--- src/rtl/fb_pkg.sv ---
// rtl/fb_pkg.sv - shared widths, midscale code and FSM state encoding for the feedback DAC modulator
package fb_pkg;

  localparam int CODE_W = 16;
  localparam int PWM_W  = 8;
  localparam logic [CODE_W-1:0] CODE_MID = 16'h8000;

  typedef enum logic {
    IDLE = 1'b0,
    RUN  = 1'b1
  } fb_state_e;

endpackage

--- src/rtl/fb_dsm_acc.sv ---
// rtl/fb_dsm_acc.sv - first-order sigma-delta phase accumulator; carry is the unregistered overflow of acc + code
module fb_dsm_acc
  import fb_pkg::*;
#(
  parameter int CODE_W = fb_pkg::CODE_W
) (
  input  logic              clk,
  input  logic              rst,
  input  logic              clr,
  input  logic              step,
  input  logic [CODE_W-1:0] code,
  output logic              carry
);

  logic [CODE_W-1:0] acc;
  logic [CODE_W:0]   sum;

  assign sum   = {1'b0, acc} + {1'b0, code};
  assign carry = sum[CODE_W];

  always_ff @(posedge clk) begin
    if (rst) begin
      acc <= '0;
    end else if (clr) begin
      acc <= '0;
    end else if (step) begin
      acc <= sum[CODE_W-1:0];
    end
  end

endmodule

--- src/rtl/fb_code_dsm.sv ---
// rtl/fb_code_dsm.sv - feedback code to 1-bit DAC drive, selectable sigma-delta or frame-based PWM
module fb_code_dsm
  import fb_pkg::*;
#(
  parameter int CODE_W = fb_pkg::CODE_W,
  parameter int PWM_W  = fb_pkg::PWM_W
) (
  input  logic              clk,
  input  logic              rst,
  input  logic [CODE_W-1:0] code,
  input  logic              code_vld,
  input  logic              en,
  input  logic              mode,
  output logic              dac_bit,
  output logic              frame_start
);

  localparam logic [CODE_W-1:0] MID = {1'b1, {(CODE_W-1){1'b0}}};

  fb_state_e state, state_nxt;

  logic [CODE_W-1:0] code_sh;
  // Only the duty bits of the active PWM code are ever used, so only those are kept.
  logic [PWM_W-1:0]  code_act;
  logic [PWM_W-1:0]  cnt;
  logic              mode_q;
  logic              start;
  logic              dsm_step;
  logic              pwm_step;
  logic              carry;

  fb_dsm_acc #(.CODE_W(CODE_W)) u_acc (
    .clk   (clk),
    .rst   (rst),
    .clr   (start),
    .step  (dsm_step),
    .code  (code_sh),
    .carry (carry)
  );

  always_ff @(posedge clk) begin
    if (rst) begin
      state <= IDLE;
    end else begin
      state <= state_nxt;
    end
  end

  always_comb begin
    state_nxt = state;
    start     = 1'b0;
    dsm_step  = 1'b0;
    pwm_step  = 1'b0;
    case (state)
      IDLE: begin
        if (en) begin
          state_nxt = RUN;
          start     = 1'b1;
        end
      end
      RUN: begin
        if (!en) begin
          state_nxt = IDLE;
        end else begin
          dsm_step = !mode_q;
          pwm_step = mode_q;
        end
      end
      default: state_nxt = IDLE;
    endcase
  end

  // Outputs default low, so any edge that is not a run step (IDLE, en drop) drives 0.
  always_ff @(posedge clk) begin
    if (rst) begin
      code_sh     <= MID;
      code_act    <= MID[CODE_W-1 -: PWM_W];
      cnt         <= '0;
      mode_q      <= 1'b0;
      dac_bit     <= 1'b0;
      frame_start <= 1'b0;
    end else begin
      dac_bit     <= 1'b0;
      frame_start <= 1'b0;
      if (code_vld) begin
        code_sh <= code;
      end
      if (start) begin
        mode_q   <= mode;
        cnt      <= '0;
        code_act <= code_sh[CODE_W-1 -: PWM_W];
      end else if (pwm_step) begin
        cnt         <= cnt + 1'b1;
        dac_bit     <= (cnt < code_act);
        frame_start <= (cnt == '0);
        // Reload takes the pre-capture shadow value when code_vld lands on this edge.
        if (cnt == '1) begin
          code_act <= code_sh[CODE_W-1 -: PWM_W];
        end
      end else if (dsm_step) begin
        dac_bit <= carry;
      end
    end
  end

endmodule

--- config.mk ---
export PLATFORM = sky130hd
export DESIGN_NAME = fb_code_dsm
export DESIGN_NICKNAME = d
export VERILOG_FILES = /design/src/rtl/fb_pkg.sv /design/src/rtl/fb_dsm_acc.sv /design/src/rtl/fb_code_dsm.sv
export SDC_FILE = /design/constraint.sdc
export NUM_CORES = 1
export LEC_CHECK = 0
export CAP_MARGIN = 20
export CORE_UTILIZATION = 60
export CTS_CLUSTER_DIAMETER = 150
export DETAILED_ROUTE_END_ITERATION = 8
export GPL_TIMING_DRIVEN = 0
export PLACE_DENSITY = 0.82
export SYNTH_ARGS = -nofsm -noshare
export SYNTH_HDL_FRONTEND = slang
export SYNTH_SLANG_ARGS = --single-unit
--- constraint.sdc ---
create_clock -name clk -period 4.9 [get_ports clk]
set_input_delay 0.98 -clock clk [delete_from_list [all_inputs] [get_ports clk]]
set_output_delay 0.98 -clock clk [all_outputs]
set_load 0.05 [all_outputs]
Run 1, I/O nets highlighted:
Drawn at 6 px/µm.
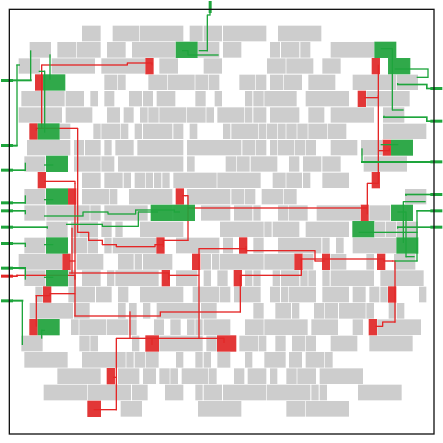
Key: green = code [bits 16, direction input, edge 9 west, 6 east, 1 north, end cells 16, buffers 16, wire 243 µm]; red = rst [bits 1, direction input, edge west, end cells 28, buffers 3, wire 383 µm]

Run 1, cells colored by class:
Drawn at 4 px/µm.
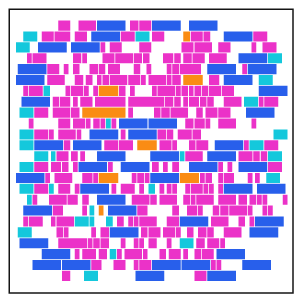
Key: magenta = all other logic [cells 257, share of their area 55%]; blue = flops [cells 52, share of their area 33%]; cyan = other buffers and delay cells [cells 31, share of their area 7.9%]; orange = clock drivers and dummy loads [cells 8, share of their area 3.4%]

Run 1, cell placement:
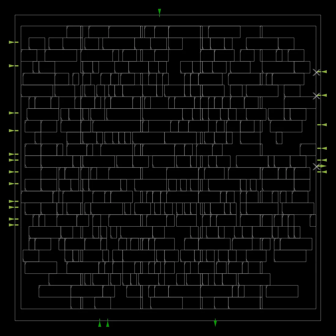
sequential share of cell area: 32.6%
final cell utilization of the core: 71.8%

Run 1, clock distribution:
Drawn at 4 px/µm.
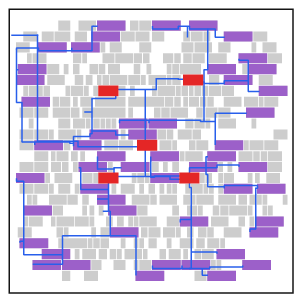
Key: blue = clock wires [length 599 µm]; purple = flip-flops [count 52]; red = cells driving clock nets [count 5]
Position of the flops: widely spread.

==> design notes, run 1 <==
TritonCTS built the clock tree. In the final layout, excluding clock inverters the inverter count is 14. On the final layout, the worst clock skew is 4.42 ps. The leading area contributor after synthesis is dfxtp_1. The flow ran to the end, but the final reports show violations. The commonest cells after synthesis are nor2_1, dfxtp_1, ha_1, a21oi_1, nand2_1. The final reports fail on DRC. There are 52 flip-flops and latches. In this run the post-CTS setup repair buffer count came out at 0. The wire-length estimate of the detail-placed layout is 4310 µm.

The run gives 52 as the number of clock sinks. Summing all placed instances gives a cell area of 3080 µm². The post-route met1 wirelength was 2800 µm; the area of the core was 4440 µm².

In the final design, more cell area goes to multi-input combinational cells than to any other class. The logs give 0 for the initial antenna violation count and 23 for the number of primary I/O pins. The total die area is 4980 µm². Counting the warning lines in the Yosys log gives 0. Instance count of the mapped netlist: 320. The pin closest to its max-slew limit shows a slew of 609 ps.

The flow reports that sequential cells draw 53.3% of the design power. The tools report the total global routing overflow as 0. Internal power comes to 0.000633 W.

The peak ir drop on the vdd network is 0.162 mV, and the DRC violations left is 6.
[run 1: per-stage QoR]
step | util (%) | hold slack, ps
after floorplan | - | 436
after global placement | 69.4 | 449
after CTS | 71.8 | 473
after global routing | 71.8 | 518
after detailed placement | 69.4 | 462
final | 71.8 | 477
[run 1: layout by cell type, fill, tap and decap left out, types with 5 or more instances in the layout]
cell type         n
clkbuf_8          5
nor2_1           54
mux2i_1          18
o21ai_0           8
nand3_1          10
xor2_1            6
clkbuf_1          5
dfxtp_1          52
clkdlybuf4s50_1  20
a21oi_1          22
nand2_1          21
inv_1            14
ha_1             25
a22o_1            8
xnor2_1          12
[run 1: logic make-up after synthesis]
kind of cell             share of synthesized area (%)
multiplexers                                      6.39
flip-flops                                        36.9
AND/OR/NAND/NOR                                   18.8
XOR/XNOR                                          5.59
buffers and inverters                             3.51
AND-OR/OR-AND                                     17.0
adder cells (fa/ha/maj)                           11.8
[run 1: sequential cells by signal, indices dropped and copies added (netlist names)]
name / flops
cnt: 8
code_act: 8
code_sh: 16
dac_bit: 1
frame_start: 1
mode_q: 1
state: 1
u_acc.acc: 16
[run 1: final timing paths]
kind                             start                    endpoint  slack (ps)  cells after the start
min reg2reg  u_acc.acc[4]$_SDFFE_PP0P_   u_acc.acc[4]$_SDFFE_PP0P_         480                      2
min          u_acc.acc[4]$_SDFFE_PP0P_   u_acc.acc[4]$_SDFFE_PP0P_         480                      2
max                                 en  u_acc.acc[15]$_SDFFE_PP0P_        2250                      6
max reg2reg    code_sh[0]$_SDFFE_PP0P_  u_acc.acc[14]$_SDFFE_PP0P_        2480                      8
[run 1: critical path: stages]
cell and delay [ps]:
clkdlybuf4s50_1 540, nand3b_1 310, nor2_1 330, clkbuf_1 420, nand4_1 190, nand3_1 120
Run 1, sequential cells grouped by signal name:
Drawn at 4 px/µm.
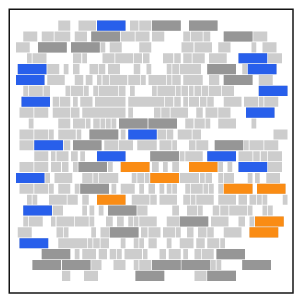

## Run 2: what changed since run 1
--- a/config.mk
+++ b/config.mk
@@ -6,11 +6,11 @@
 export NUM_CORES = 1
 export LEC_CHECK = 0
 export CAP_MARGIN = 20
-export CORE_UTILIZATION = 60
+export CORE_UTILIZATION = 58
 export CTS_CLUSTER_DIAMETER = 150
 export DETAILED_ROUTE_END_ITERATION = 8
 export GPL_TIMING_DRIVEN = 0
-export PLACE_DENSITY = 0.82
+export PLACE_DENSITY = 0.8
 export SYNTH_ARGS = -nofsm -noshare
 export SYNTH_HDL_FRONTEND = slang
 export SYNTH_SLANG_ARGS = --single-unit
==> constraint.sdc (replaced) <==
create_clock -name clk -period 2.5 [get_ports clk]
set_input_delay 0.5 -clock clk [delete_from_list [all_inputs] [get_ports clk]]
set_output_delay 0.5 -clock clk [all_outputs]
set_load 0.05 [all_outputs]
Run 2, sequential cells grouped by signal name:
Drawn at 4 px/µm.
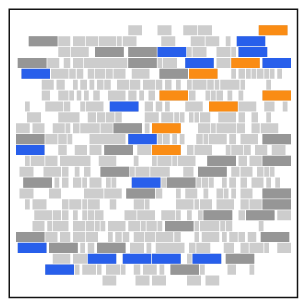
Key: blue = code_sh [placed flops 16, where widely spread]; orange = code_act [placed flops 8]

==> run 2 against run 1 <==
  * The run now ends clean
  * Clock skew rose by 8.2 ps
  * Worst hold slack got worse by 6.6 ps
  * Register-to-register slack got worse by 2300 ps
  * Global-route usage fell by 0.21 points
  * Total power rose by 100%
  * Combinational power rose by 97%
  * Utilization fell by 0.65 points
  * Critical path depth rose by 2
  * Cell count did not move
  * Synthesized cell count did not move
  * Synthesized area did not move
  * Critical endpoint is now u_acc.acc[14]$_SDFFE_PP0P_
  * Largest cell class unchanged
  * Highest routed layer unchanged
==> design notes, run 2 <==
TritonCTS built the clock tree. The count of synthesis-stage warnings from yosys came out at 0 (unchanged). Among all stages on the critical path, the largest delay is contributed by fa_1. Endpoint of the lowest-slack register-to-register path: u_acc.acc[14]$_SDFFE_PP0P_.

The hold-critical path depth came out at 2 (unchanged). STA lists the startpoint of the worst hold path as u_acc.acc[4]$_SDFFE_PP0P_. The run gives 3080 µm² (unchanged) as the post-placement cell area.

The run finished with clean final reports. The total CTS buffers is 5. By area, the class that comes first in the final layout consists of multi-input combinational cells.

The half-perimeter wire length after placement is 4340 µm (+0.74%). The area fraction in xor and xnor cells came out at 5.59% (unchanged). The largest registers in the layout are code_sh x16, u_acc.acc x16. The internal cell power is 0.00127 W (+100%), and the total die area is 5140 µm² (+3.3%).

The transition time at the pin with the least slew margin came out at 711 ps (+102 ps). The number of clock sinks is 52 (unchanged). The run gives 160 ps (-2320 ps) for the minimum setup slack among reg-to-reg paths. The library cells used most frequently in the layout, excluding fill and tap cells, are nor2_1, dfxtp_1, ha_1, a21oi_1, nand2_1. Sequential share of cell area: 32.5% (-0.14 points). The fraction of power consumed by sequential logic was 52.3% (-1.0 points); the share of synthesized cell area in and, or, nand and nor gates was 18.8% (unchanged). The peak ir drop on the vdd network was 0.331 mV (+100%).

The most common library cell in the layout ignoring fill and taps is nor2_1. The worst register-to-register path begins at code_sh[0]$_SDFFE_PP0P_. The number of primary I/O pins is 23 (unchanged).

The post-CTS setup buffer count came out at 0 (unchanged). Compound-gate portion of the synthesized area: 17.0% (unchanged). The timing report attributes the biggest portion of critical-path delay to AND-OR/OR-AND gates.

The worst-case hold path end point is u_acc.acc[4]$_SDFFE_PP0P_. The dominant combinational cell family by area after synthesis was simple AND/OR/NAND/NOR gates. After synthesis, the cell types taking the most area are dfxtp_1, ha_1, nor2_1.

The area of the core came out at 4500 µm² (+1.4%). With the number of logic inverters in the finished layout at 14 (unchanged), the instance count of the mapped netlist is 320 (unchanged). The synthesized-area fraction occupied by adder cells came out at 11.8% (unchanged).

The total global routing overflow is 0 (unchanged). The logs give 12.6 ps (+8.18 ps) for the post-route clock skew and 51 for the unique cell type count in the Yosys netlist. Highest cell delay on the worst timing path: 430 ps (-110 ps).

The critical path required time came out at 2690 ps. For the DRC violations left, the log shows 0 (-6). Counting flops with an async set or reset pin after synthesis yields a share of 0%. The initial antenna violation count is 0 (unchanged).
## run 2: cell counts in the layout (fill, tap and decap cells not counted)
Identical to the previous run, type by type.
## run 2: per-stage QoR
step,util [%],worst slack [ps],power [W],hold WS [ps],instances
after floorplan,-,314,0.00102,436,320
after global placement,68.5,10.8,0.00108,442,392
after detailed placement,68.5,4.62,0.00108,455,392
after CTS,71.2,110,0.00169,472,400
after global routing,71.2,21.7,0.00174,496,400
final,71.2,159,0.00167,471,400
## run 2: metal layers
| layer | global-route usage (%) | vias up | share of wire, % |
|---|---|---|---|
| met5 | 0 | - | 0 |
| met4 | 8.50 | 0 | 1.1 |
| met3 | 4.22 | 5 | 4.2 |
| met2 | 42.7 | 44 | 48 |
| met1 | 31.4 | 1069 | 46 |
| li1 | - | 1181 | - |
## run 2: how the worst max path moves through the flow
stage / from / endpoint / slack [ps] / depth (start not counted)
final: code_sh[0]$_SDFFE_PP0P_ / u_acc.acc[14]$_SDFFE_PP0P_ / 160 / 8
after global routing: code_sh[0]$_SDFFE_PP0P_ / u_acc.acc[14]$_SDFFE_PP0P_ / 20 / 8
after CTS: code_sh[0]$_SDFFE_PP0P_ / u_acc.acc[14]$_SDFFE_PP0P_ / 110 / 8
after detailed placement: en / u_acc.acc[7]$_SDFFE_PP0P_ / 5 / 6
after global placement: en / u_acc.acc[7]$_SDFFE_PP0P_ / 10 / 6
after floorplan: code_sh[0]$_SDFFE_PP0P_ / u_acc.acc[14]$_SDFFE_PP0P_ / 310 / 8
## run 2: power groups by stage
stage	clock network (W)	registers [W]	logic, W
6_report	0.000605	0.000874	0.000191
5_1_grt	0.000653	0.000878	0.000213
4_1_cts	0.000624	0.000874	0.000192
3_5_place_dp	0	0.000893	0.000191
3_3_place_gp	0	0.000892	0.000186
2_1_floorplan	0	0.000887	0.000129
Run 2, I/O nets highlighted:
Drawn at 6 px/µm.
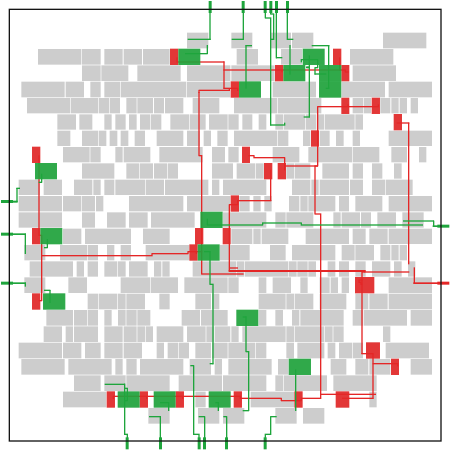

## Run 3: what changed since run 2
--- a/config.mk
+++ b/config.mk
@@ -6,11 +6,10 @@
 export NUM_CORES = 1
 export LEC_CHECK = 0
 export CAP_MARGIN = 20
-export CORE_UTILIZATION = 58
+export CORE_UTILIZATION = 40
 export CTS_CLUSTER_DIAMETER = 150
 export DETAILED_ROUTE_END_ITERATION = 8
 export GPL_TIMING_DRIVEN = 0
-export PLACE_DENSITY = 0.8
 export SYNTH_ARGS = -nofsm -noshare
 export SYNTH_HDL_FRONTEND = slang
 export SYNTH_SLANG_ARGS = --single-unit
Run 3, I/O nets highlighted:
Drawn at 6 px/µm.
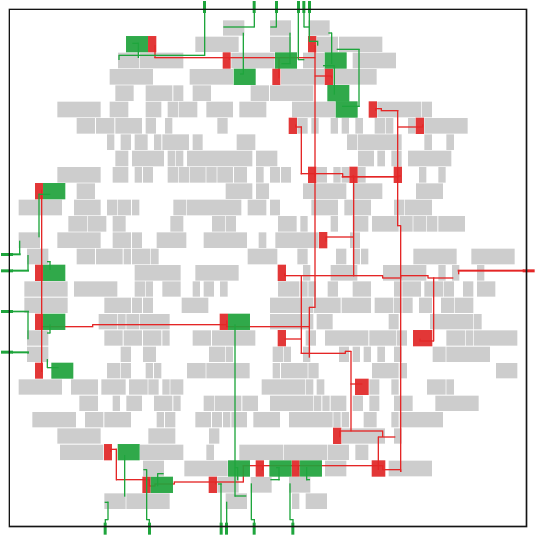
Key: red = rst [bits 1, direction input, edge east, end cells 28, buffers 3, wire 454 µm]; green = code [bits 16, direction input, edge 6 south, 6 north, 4 west, end cells 16, buffers 16, wire 220 µm]
number of port buffers: 20
number of top-level design ports: 23

==> run 3 against run 2 <==
  * Die size is 44% higher
  * Sequential share of layout area fell by 0.41 points
  * Worst setup slack got worse by 22 ps
  * Final area is 1.3% higher
  * Maximum frequency is 0.94% lower
  * Global-route usage shrank 7.4 points
==> design notes, run 3 <==
Sorting the synthesized cells by area gives the leading types as dfxtp_1, ha_1, nor2_1. The run gives 0.235 mV (-29%) for the peak ir drop on the vdd network. The total global routing overflow is 0 (unchanged). The flow ran to the end, and the final reports show no timing, DRC or antenna violations. The first detailed-routing pass took 5 iterations. Class of the tightest hold or removal check: reg2reg. The total CTS buffers came out at 5 (unchanged). The tools report the critical path required time as 2680 ps (about the same). The tools report the half-perimeter wire length after placement as 4520 µm (+4.1%). The sum of internal, switching and leakage power was 0.00165 W (-1.3%).

The tools report the hold path startpoint as u_acc.acc[6]$_SDFFE_PP0P_. With the minimum setup slack among reg-to-reg paths at 140 ps (-20 ps), the post-synthesis async set-or-reset flop share is 0% (unchanged). The tools report the origin of the critical flop-to-flop path as code_sh[0]$_SDFFE_PP0P_. For the fraction of the core area covered by cells at the end of the flow, the log shows 47.8% (-23 points). TritonCTS built the clock tree. The tools report the beginning of the critical path as code_sh[0]$_SDFFE_PP0P_. Via count of the first global-routing pass: 2,143. The registers reported with the highest flop counts are code_sh x16, u_acc.acc x16.

The count of synthesis-stage warnings from yosys was 0 (unchanged). The run gives 52 (unchanged) as the number of clock sinks. The total die area is 7390 µm² (+44%), and the post-route clock skew is 8.26 ps (-4.34 ps). In the layout the commonest cells are nor2_1, dfxtp_1, ha_1, a21oi_1, nand2_1. The tools report the endpoint of the lowest-slack register-to-register path as u_acc.acc[14]$_SDFFE_PP0P_. Worst-case hold path end point: u_acc.acc[6]$_SDFFE_PP0P_.

For the initial antenna violation count, the log shows 0 (unchanged). The instance count of the mapped netlist was 320 (unchanged); the hold-critical path depth was 2 (unchanged). The run gives 6790 µm² (+51%) as the area of the core.
## run 3: cell counts after synthesis
No cell type changed its count.
## run 3: logic make-up after synthesis
logic type	share of synthesized area (%)
AND/OR/NAND/NOR	18.8
AND-OR/OR-AND	17.0
flip-flops	36.9
adder cells (fa/ha/maj)	11.8
buffers and inverters	3.51
XOR/XNOR	5.59
multiplexers	6.39
## run 3: cell type report
type / instances / area share (%)
Clock inverter: 2 / 1.08
Tap cell: 96 / 3.70
Multi-Input combinational cell: 243 / 51.7
Timing Repair Buffer: 20 / 6.17
Clock buffer: 6 / 2.24
Buffer: 11 / 1.43
Sequential cell: 52 / 32.1
Inverter: 14 / 1.62
## run 3: power breakdown
group | internal, W | switching (W)
registers | 0.000855 | 0.0000199
logic | 0.0000887 | 0.000104
clock network | 0.000298 | 0.000285
## run 3: critical path, cell delays in order (launching register included)
cell      delay, ps
dfxtp_1         330
ha_1            240
fa_1            440
a21oi_2         170
o22ai_1         160
o31ai_4         320
o211ai_2        120
or3_1           320
nor4bb_4        150
## run 3: repair_timing
action | 4_1_cts | 5_1_grt
setup endpoints to repair | 0 | 1
setup buffers | 0 | 0
hold endpoints to repair | 0 | 0
## run 3: through the flow
stage	cell area, µm²	instances	setup slack [ps]
4_1_cts	3250	444	85.0
3_3_place_gp	3140	436	-21.6
5_1_grt	3250	444	24.0
3_5_place_dp	3140	436	-85.9
2_1_floorplan	2820	320	314
6_report	3250	444	137
## run 3: metal layers
metal,share of wire (%),vias up,global-route usage [%]
li1,-,1181,-
met3,2.3,9,2.98
met5,0,-,0
met4,1.3,0,5.30
met1,50,1056,23.6
met2,46,31,28.3
Power and IR drop assume default switching activity.
